--- src/rtl/dmem_arbiter_pkg.sv ---
// dmem_arbiter_pkg
//   Shared definitions for the data-memory arbiter slice:
//   - rw_mode encodings understood by the data memory
//   - arbiter FSM state type
//   - access_bytes(): rw_mode -> number of bytes touched by the access
package dmem_arbiter_pkg;

    typedef enum logic [1:0] {
        MODE_BYTE = 2'b00,
        MODE_HALF = 2'b01,
        MODE_WORD = 2'b10,
        MODE_BAD  = 2'b11
    } rw_mode_e;

    typedef enum logic {
        ST_OPEN,
        ST_LOCKED
    } arb_state_e;

    // The invalid mode reports one byte so that range arithmetic stays sane;
    // the invalid mode itself is flagged separately by the checker.
    function automatic logic [2:0] access_bytes(input logic [1:0] mode);
        logic [2:0] n;
        case (mode)
            MODE_HALF: n = 3'd2;
            MODE_WORD: n = 3'd4;
            default:   n = 3'd1;
        endcase
        return n;
    endfunction

endpackage

--- src/rtl/dmem_arbiter_if.sv ---
// dmem_arbiter_if
//   Bundles both requester ports and the data-memory port of the arbiter.
//   Requester side : req*/we*/mode*/addr*/wdata*/lock1 in, gnt*/rvalid*/rdata*/err* out
//   Memory side    : mem_wr_en/mem_rw_mode/mem_addr/mem_w_data out, mem_r_data in
//   slave  modport : the arbiter
//   master modport : the requesters and the memory (environment)
interface dmem_arbiter_if #(
    parameter int DATA_WIDTH = 32,
    parameter int ADDR_WIDTH = 12
);
    logic                  req0,    req1;
    logic                  we0,     we1;
    logic [1:0]            mode0,   mode1;
    logic [ADDR_WIDTH-1:0] addr0,   addr1;
    logic [DATA_WIDTH-1:0] wdata0,  wdata1;
    logic                  lock1;
    logic                  gnt0,    gnt1;
    logic                  rvalid0, rvalid1;
    logic [DATA_WIDTH-1:0] rdata0,  rdata1;
    logic                  err0,    err1;
    logic                  mem_wr_en;
    logic [1:0]            mem_rw_mode;
    logic [ADDR_WIDTH-1:0] mem_addr;
    logic [DATA_WIDTH-1:0] mem_w_data;
    logic [DATA_WIDTH-1:0] mem_r_data;

    modport slave (
        input  req0, req1, we0, we1, mode0, mode1, addr0, addr1,
               wdata0, wdata1, lock1, mem_r_data,
        output gnt0, gnt1, rvalid0, rvalid1, rdata0, rdata1, err0, err1,
               mem_wr_en, mem_rw_mode, mem_addr, mem_w_data
    );

    modport master (
        output req0, req1, we0, we1, mode0, mode1, addr0, addr1,
               wdata0, wdata1, lock1, mem_r_data,
        input  gnt0, gnt1, rvalid0, rvalid1, rdata0, rdata1, err0, err1,
               mem_wr_en, mem_rw_mode, mem_addr, mem_w_data
    );

endinterface

--- src/rtl/dmem_access_check.sv ---
// dmem_access_check
//   Combinational legality check of one memory access.
//   mode_i : rw_mode of the access
//   addr_i : byte address of the access
//   bad_o  : 1 when the mode is invalid, the access is misaligned, or the
//            access would run past the top of the address space
module dmem_access_check
    import dmem_arbiter_pkg::*;
#(
    parameter int ADDR_WIDTH = 12
) (
    input  logic [1:0]            mode_i,
    input  logic [ADDR_WIDTH-1:0] addr_i,
    output logic                  bad_o
);
    localparam int AW1 = ADDR_WIDTH + 1;

    logic [ADDR_WIDTH:0] last_byte;
    logic                misaligned;

    always_comb begin
        // One extra bit catches a last byte beyond 2^ADDR_WIDTH-1.
        last_byte = {1'b0, addr_i} + AW1'(access_bytes(mode_i)) - AW1'(1);
        case (mode_i)
            MODE_BYTE: misaligned = 1'b0;
            MODE_HALF: misaligned = addr_i[0];
            MODE_WORD: misaligned = |addr_i[1:0];
            default:   misaligned = 1'b1;
        endcase
        bad_o = misaligned | last_byte[ADDR_WIDTH];
    end

endmodule

--- src/rtl/dmem_arbiter.sv ---
// dmem_arbiter
//   Shares the single data-memory port between the CPU (port 0) and a
//   loader/debug master (port 1). Round-robin on ties, bounded lock for
//   port 1, access checking, one registered response per grant.
//   clk   : clock, all state on the rising edge
//   rst_n : asynchronous active-low reset
//   bus   : requester handshakes and the memory port (dmem_arbiter_if.slave)
module dmem_arbiter
    import dmem_arbiter_pkg::*;
#(
    parameter int DATA_WIDTH = 32,
    parameter int ADDR_WIDTH = 12,
    parameter int LOCK_MAX   = 16
) (
    input logic           clk,
    input logic           rst_n,
    dmem_arbiter_if.slave bus
);
    localparam int               CNT_W   = $clog2(LOCK_MAX + 1);
    localparam logic [CNT_W-1:0] CNT_MAX = CNT_W'(LOCK_MAX);

    arb_state_e            state_q, state_d;
    logic                  ptr_q, ptr_d;      // port granted last
    logic [CNT_W-1:0]      cnt_q, cnt_d;

    logic                  gnt0, gnt1, any_gnt, lock_hold;
    logic                  win_we, win_bad;
    logic [1:0]            win_mode;
    logic [ADDR_WIDTH-1:0] win_addr;
    logic [DATA_WIDTH-1:0] win_wdata;

    logic [1:0]            mode_q;
    logic [ADDR_WIDTH-1:0] addr_q;
    logic [DATA_WIDTH-1:0] wdata_q;

    logic                  resp_err_d;
    logic [DATA_WIDTH-1:0] resp_data_d;
    logic                  rvalid0_q, rvalid1_q, err0_q, err1_q;
    logic [DATA_WIDTH-1:0] rdata0_q, rdata1_q;

    // Arbitration / lock FSM. When a lock may not continue (lock1 or req1
    // dropped, or the run hit LOCK_MAX) that same cycle is arbitrated as if
    // OPEN, so port 0 gets the memory without a bubble.
    always_comb begin
        gnt0      = 1'b0;
        gnt1      = 1'b0;
        state_d   = state_q;
        ptr_d     = ptr_q;
        cnt_d     = cnt_q;
        lock_hold = (state_q == ST_LOCKED) && bus.req1 && bus.lock1 &&
                    (cnt_q < CNT_MAX);
        if (rst_n) begin
            if (lock_hold) begin
                gnt1  = 1'b1;
                cnt_d = cnt_q + CNT_W'(1);
            end else begin
                if (bus.req0 && bus.req1) begin
                    gnt0 = ptr_q;
                    gnt1 = ~ptr_q;
                end else begin
                    gnt0 = bus.req0;
                    gnt1 = bus.req1;
                end
                if (gnt1 && bus.lock1) begin
                    state_d = ST_LOCKED;
                    cnt_d   = CNT_W'(1);
                end else begin
                    state_d = ST_OPEN;
                    cnt_d   = '0;
                end
            end
            if (gnt0) begin
                ptr_d = 1'b0;
            end else if (gnt1) begin
                ptr_d = 1'b1;
            end
        end
    end

    // Winner mux and memory drive; address/mode hold when idle.
    always_comb begin
        any_gnt     = gnt0 | gnt1;
        win_we      = gnt1 ? bus.we1    : bus.we0;
        win_mode    = gnt1 ? bus.mode1  : bus.mode0;
        win_addr    = gnt1 ? bus.addr1  : bus.addr0;
        win_wdata   = gnt1 ? bus.wdata1 : bus.wdata0;
        resp_err_d  = any_gnt & win_bad;
        resp_data_d = (any_gnt & ~win_we & ~win_bad) ? bus.mem_r_data : '0;
    end

    dmem_access_check #(
        .ADDR_WIDTH(ADDR_WIDTH)
    ) u_check (
        .mode_i (win_mode),
        .addr_i (win_addr),
        .bad_o  (win_bad)
    );

    always_ff @(posedge clk or negedge rst_n) begin
        if (!rst_n) begin
            state_q   <= ST_OPEN;
            ptr_q     <= 1'b1;
            cnt_q     <= '0;
            mode_q    <= '0;
            addr_q    <= '0;
            wdata_q   <= '0;
            rvalid0_q <= 1'b0;
            rvalid1_q <= 1'b0;
            err0_q    <= 1'b0;
            err1_q    <= 1'b0;
            rdata0_q  <= '0;
            rdata1_q  <= '0;
        end else begin
            state_q   <= state_d;
            ptr_q     <= ptr_d;
            cnt_q     <= cnt_d;
            if (any_gnt) begin
                mode_q  <= win_mode;
                addr_q  <= win_addr;
                wdata_q <= win_wdata;
            end
            rvalid0_q <= gnt0;
            rvalid1_q <= gnt1;
            err0_q    <= gnt0 & resp_err_d;
            err1_q    <= gnt1 & resp_err_d;
            rdata0_q  <= gnt0 ? resp_data_d : '0;
            rdata1_q  <= gnt1 ? resp_data_d : '0;
        end
    end

    assign bus.gnt0        = gnt0;
    assign bus.gnt1        = gnt1;
    assign bus.rvalid0     = rvalid0_q;
    assign bus.rvalid1     = rvalid1_q;
    assign bus.err0        = err0_q;
    assign bus.err1        = err1_q;
    assign bus.rdata0      = rdata0_q;
    assign bus.rdata1      = rdata1_q;
    assign bus.mem_wr_en   = any_gnt & win_we & ~win_bad & rst_n;
    assign bus.mem_rw_mode = any_gnt ? win_mode  : mode_q;
    assign bus.mem_addr    = any_gnt ? win_addr  : addr_q;
    assign bus.mem_w_data  = any_gnt ? win_wdata : wdata_q;

endmodule

--- src/flat_wrapper.sv ---
// flat-port wrapper written by rule: the top's interface ports become plain ports
module dmem_arbiter_flat import dmem_arbiter_pkg::*;
#(
    parameter int DATA_WIDTH = 32,
    parameter int ADDR_WIDTH = 12,
    parameter int LOCK_MAX   = 16
)
  (clk, rst_n, bus_req0, bus_req1, bus_we0, bus_we1, bus_mode0, bus_mode1, bus_addr0, bus_addr1, bus_wdata0, bus_wdata1, bus_lock1, bus_mem_r_data, bus_gnt0, bus_gnt1, bus_rvalid0, bus_rvalid1, bus_rdata0, bus_rdata1, bus_err0, bus_err1, bus_mem_wr_en, bus_mem_rw_mode, bus_mem_addr, bus_mem_w_data);
  dmem_arbiter_if #(.DATA_WIDTH(DATA_WIDTH), .ADDR_WIDTH(ADDR_WIDTH)) bus_i ();
  input logic clk;
  input logic rst_n;
  input wire logic [$bits(bus_i.req0)-1:0] bus_req0;
  input wire logic [$bits(bus_i.req1)-1:0] bus_req1;
  input wire logic [$bits(bus_i.we0)-1:0] bus_we0;
  input wire logic [$bits(bus_i.we1)-1:0] bus_we1;
  input wire logic [$bits(bus_i.mode0)-1:0] bus_mode0;
  input wire logic [$bits(bus_i.mode1)-1:0] bus_mode1;
  input wire logic [$bits(bus_i.addr0)-1:0] bus_addr0;
  input wire logic [$bits(bus_i.addr1)-1:0] bus_addr1;
  input wire logic [$bits(bus_i.wdata0)-1:0] bus_wdata0;
  input wire logic [$bits(bus_i.wdata1)-1:0] bus_wdata1;
  input wire logic [$bits(bus_i.lock1)-1:0] bus_lock1;
  input wire logic [$bits(bus_i.mem_r_data)-1:0] bus_mem_r_data;
  output wire logic [$bits(bus_i.gnt0)-1:0] bus_gnt0;
  output wire logic [$bits(bus_i.gnt1)-1:0] bus_gnt1;
  output wire logic [$bits(bus_i.rvalid0)-1:0] bus_rvalid0;
  output wire logic [$bits(bus_i.rvalid1)-1:0] bus_rvalid1;
  output wire logic [$bits(bus_i.rdata0)-1:0] bus_rdata0;
  output wire logic [$bits(bus_i.rdata1)-1:0] bus_rdata1;
  output wire logic [$bits(bus_i.err0)-1:0] bus_err0;
  output wire logic [$bits(bus_i.err1)-1:0] bus_err1;
  output wire logic [$bits(bus_i.mem_wr_en)-1:0] bus_mem_wr_en;
  output wire logic [$bits(bus_i.mem_rw_mode)-1:0] bus_mem_rw_mode;
  output wire logic [$bits(bus_i.mem_addr)-1:0] bus_mem_addr;
  output wire logic [$bits(bus_i.mem_w_data)-1:0] bus_mem_w_data;
  assign bus_i.req0 = bus_req0;
  assign bus_i.req1 = bus_req1;
  assign bus_i.we0 = bus_we0;
  assign bus_i.we1 = bus_we1;
  assign bus_i.mode0 = bus_mode0;
  assign bus_i.mode1 = bus_mode1;
  assign bus_i.addr0 = bus_addr0;
  assign bus_i.addr1 = bus_addr1;
  assign bus_i.wdata0 = bus_wdata0;
  assign bus_i.wdata1 = bus_wdata1;
  assign bus_i.lock1 = bus_lock1;
  assign bus_i.mem_r_data = bus_mem_r_data;
  assign bus_gnt0 = bus_i.gnt0;
  assign bus_gnt1 = bus_i.gnt1;
  assign bus_rvalid0 = bus_i.rvalid0;
  assign bus_rvalid1 = bus_i.rvalid1;
  assign bus_rdata0 = bus_i.rdata0;
  assign bus_rdata1 = bus_i.rdata1;
  assign bus_err0 = bus_i.err0;
  assign bus_err1 = bus_i.err1;
  assign bus_mem_wr_en = bus_i.mem_wr_en;
  assign bus_mem_rw_mode = bus_i.mem_rw_mode;
  assign bus_mem_addr = bus_i.mem_addr;
  assign bus_mem_w_data = bus_i.mem_w_data;
  dmem_arbiter #(.DATA_WIDTH(DATA_WIDTH), .ADDR_WIDTH(ADDR_WIDTH), .LOCK_MAX(LOCK_MAX)) u_core (.clk(clk), .rst_n(rst_n), .bus(bus_i));
endmodule
--- config.mk ---
export PLATFORM = sky130hd
export DESIGN_NAME = dmem_arbiter_flat
export DESIGN_NICKNAME = d
export VERILOG_FILES = /design/src/rtl/dmem_arbiter_pkg.sv /design/src/rtl/dmem_arbiter_if.sv /design/src/rtl/dmem_access_check.sv /design/src/rtl/dmem_arbiter.sv /design/src/flat_wrapper.sv
export SDC_FILE = /design/constraint.sdc
export NUM_CORES = 1
export LEC_CHECK = 0
export ABC_CLOCK_PERIOD_IN_PS = 10030
export CELL_PAD_IN_SITES_DETAIL_PLACEMENT = 2
export CELL_PAD_IN_SITES_GLOBAL_PLACEMENT = 2
export CORE_MARGIN = 3
export CORE_UTILIZATION = 26
export CTS_CLUSTER_DIAMETER = 200
export DETAILED_ROUTE_END_ITERATION = 10
export PLACE_DENSITY_LB_ADDON = 0.2
export SLEW_MARGIN = 20
export SYNTH_ARGS = -nofsm -noshare
export SYNTH_HDL_FRONTEND = slang
export SYNTH_SLANG_ARGS = --single-unit
--- constraint.sdc ---
create_clock -name clk -period 10.03 [get_ports clk]
set_input_delay 1.5045 -clock clk [delete_from_list [all_inputs] [get_ports clk]]
set_output_delay 1.5045 -clock clk [all_outputs]
set_load 0.005 [all_outputs]
Figure 1. Port wiring (run 1).
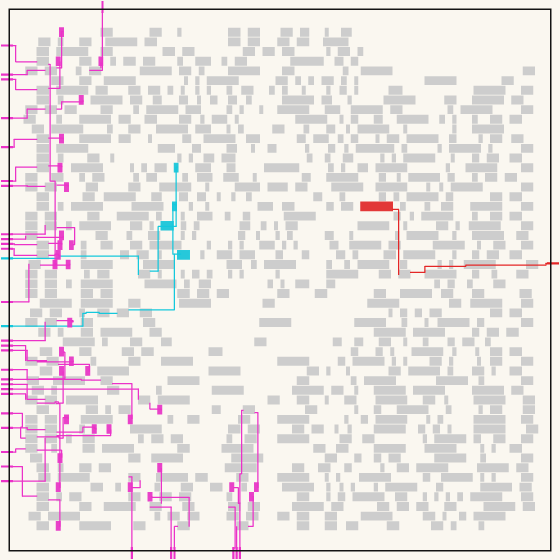
cyan -> bus_mode0  # direction input, end cells 4, buffers 2, wire 159 µm
red -> bus_rvalid0  # direction output, end cells 1, buffers 1, wire 61.6 µm
magenta -> bus_wdata1  # direction input, end cells 32, buffers 32, wire 819 µm

Figure 2. Wiring heat map (run 1).
Scale bar: 50 µm. The die is cut into 30 by 30 equal tiles; dark purple is low, yellow is high, scaled to the fullest tile. Values are wire area over tile area, all layers added.
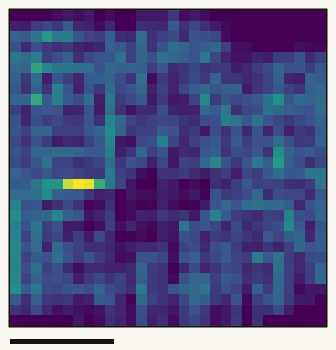
fullest tile = 0.74
densest ninth of the die = middle left
mean over tiles = 0.15
tiles over half the peak = 1.1%

Figure 3. Sizing map (run 1).
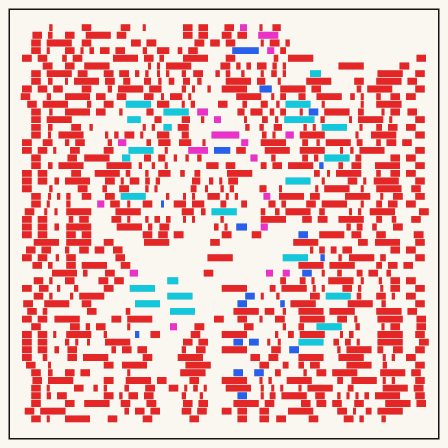
magenta -> _3 and _4 cells  # cells 18, share 2.3%
cyan -> _6 and larger  # cells 23, share 2.9%
blue -> _2 cells  # cells 20, share 2.5%
red -> _0 and _1 cells  # cells 735, share 92%

==> results.sh, run 1 <==
# source this file to load flow results
export IMPL_ios=248
export IMPL_cp_max_fo=55
export IMPL_drcViolationCount=0
export IMPL_root_buffer="clkbuf_16"
export IMPL_combPwrFrac_pct=24.9
export IMPL_top_power_group="the clock network"
export IMPL_slew_violations=0
export IMPL_slew_headroom_pct=40.8
export IMPL_cpMaxStageDelayCell="inv_2"
export IMPL_setup_violations_final=0
export IMPL_ys_types=42
export IMPL_warnings=28
export IMPL_inverters=49
export IMPL_area_delta_synth_final_pct=59.3
export IMPL_cp_top_family="buffers and inverters"
export IMPL_die_w_um=152
export IMPL_r2r_end="u_core.bus.rdata0[18]$_DFF_PN0_"
export IMPL_hp_start="u_core.cnt_q[2]$_DFFE_PN0P_"
export IMPL_cp_start_kind="input pin"
export IMPL_placed_cell_area_um2=8240
export IMPL_p_clk_share_pct=38.7
export IMPL_topCombFamilyByArea="simple AND/OR/NAND/NOR gates"
export IMPL_crit_buf_inv=7
export IMPL_core_um2=20600
export IMPL_aoi_share_pct=8.47
export IMPL_total_power_mw=1.52
export IMPL_synth_flop_count=121
export IMPL_comb_cells=338
export IMPL_yosys_area_share_adder_pct=3.17
export IMPL_flops=121
export IMPL_route_met2_wl_um=9720
export IMPL_largest_cell_class="flip-flops and latches"
export IMPL_viasPerCell=4.70
export IMPL_status="finished, final reports clean"
export IMPL_p_clk_uw=590
export IMPL_grtUsageMet2_pct=30.2
export IMPL_mostFrequentLayoutCell="clkdlybuf4s50_1"
==> run 2, diff against run 1 <==
Settings changed: ABC_CLOCK_PERIOD_IN_PS 10030 to 6910, CORE_UTILIZATION 26 to 22.
Clock period 10.03 ns to 6.91 ns, I/O delays scaled along.
Figure 4. Sizing map (run 2).
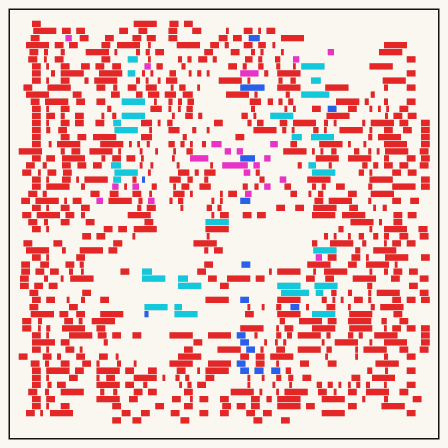
magenta -> _3 and _4 cells  # cells 22, share 2.7%
red -> _0 and _1 cells  # cells 734, share 91%
blue -> _2 cells  # cells 17, share 2.1%
cyan -> _6 and larger  # cells 31, share 3.9%

Figure 5. Port wiring (run 2).
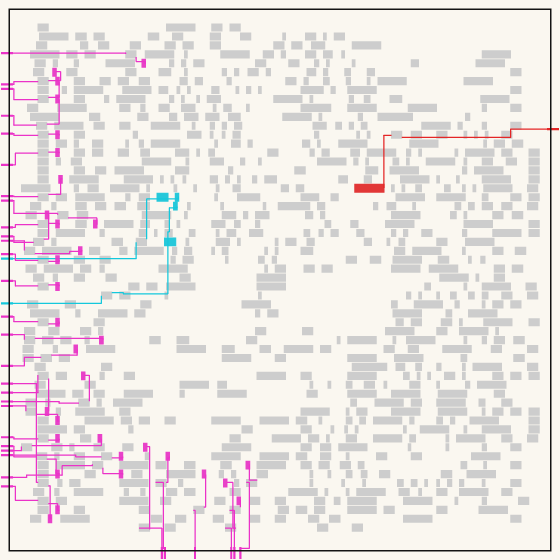
magenta -> bus_wdata1  # direction input, end cells 32, buffers 32, wire 736 µm
red -> bus_rvalid0  # direction output, end cells 1, buffers 1, wire 65.7 µm
cyan -> bus_mode0  # direction input, end cells 4, buffers 2, wire 142 µm

==> results.sh, run 2 <==
# source this file to load flow results
export IMPL_top_power_group="the clock network"
export IMPL_num_vias=5057
export IMPL_cpMaxStageDelayCell="clkdlybuf4s50_1"
export IMPL_antenna_cells=0
export IMPL_async_flop_share_pct=100
export IMPL_ios=248
export IMPL_combPwrFrac_pct=24.1
export IMPL_nWellTaps=324
export IMPL_slew_violations=0
export IMPL_synth_flop_count=121
export IMPL_setup_violations_final=0
export IMPL_topCombFamilyByArea="simple AND/OR/NAND/NOR gates"
export IMPL_core_um2=24500
export IMPL_hp_start="u_core.cnt_q[3]$_DFFE_PN0P_"
export IMPL_drcViolationCount=0
export IMPL_crit_buf_inv=6
export IMPL_area_delta_synth_final_pct=62.5
export IMPL_r2r_end="u_core.bus.rdata0[17]$_DFF_PN0_"
export IMPL_comb_cells=338
export IMPL_largest_cell_class="flip-flops and latches"
export IMPL_total_power_mw=2.30
export IMPL_status="finished, final reports clean"
export IMPL_cp_top_family="buffers and inverters"
export IMPL_slew_headroom_pct=39.7
export IMPL_p_clk_uw=938
export IMPL_route_met2_wl_um=10100
export IMPL_warnings=28
export IMPL_cp_max_fo=21
export IMPL_cp_start_kind="input pin"
export IMPL_inverters=49
export IMPL_root_buffer="clkbuf_16"
export IMPL_mostFrequentLayoutCell="clkdlybuf4s50_1"
export IMPL_nFillCells=2638
export IMPL_grtUsageMet2_pct=26.8
export IMPL_ys_types=42
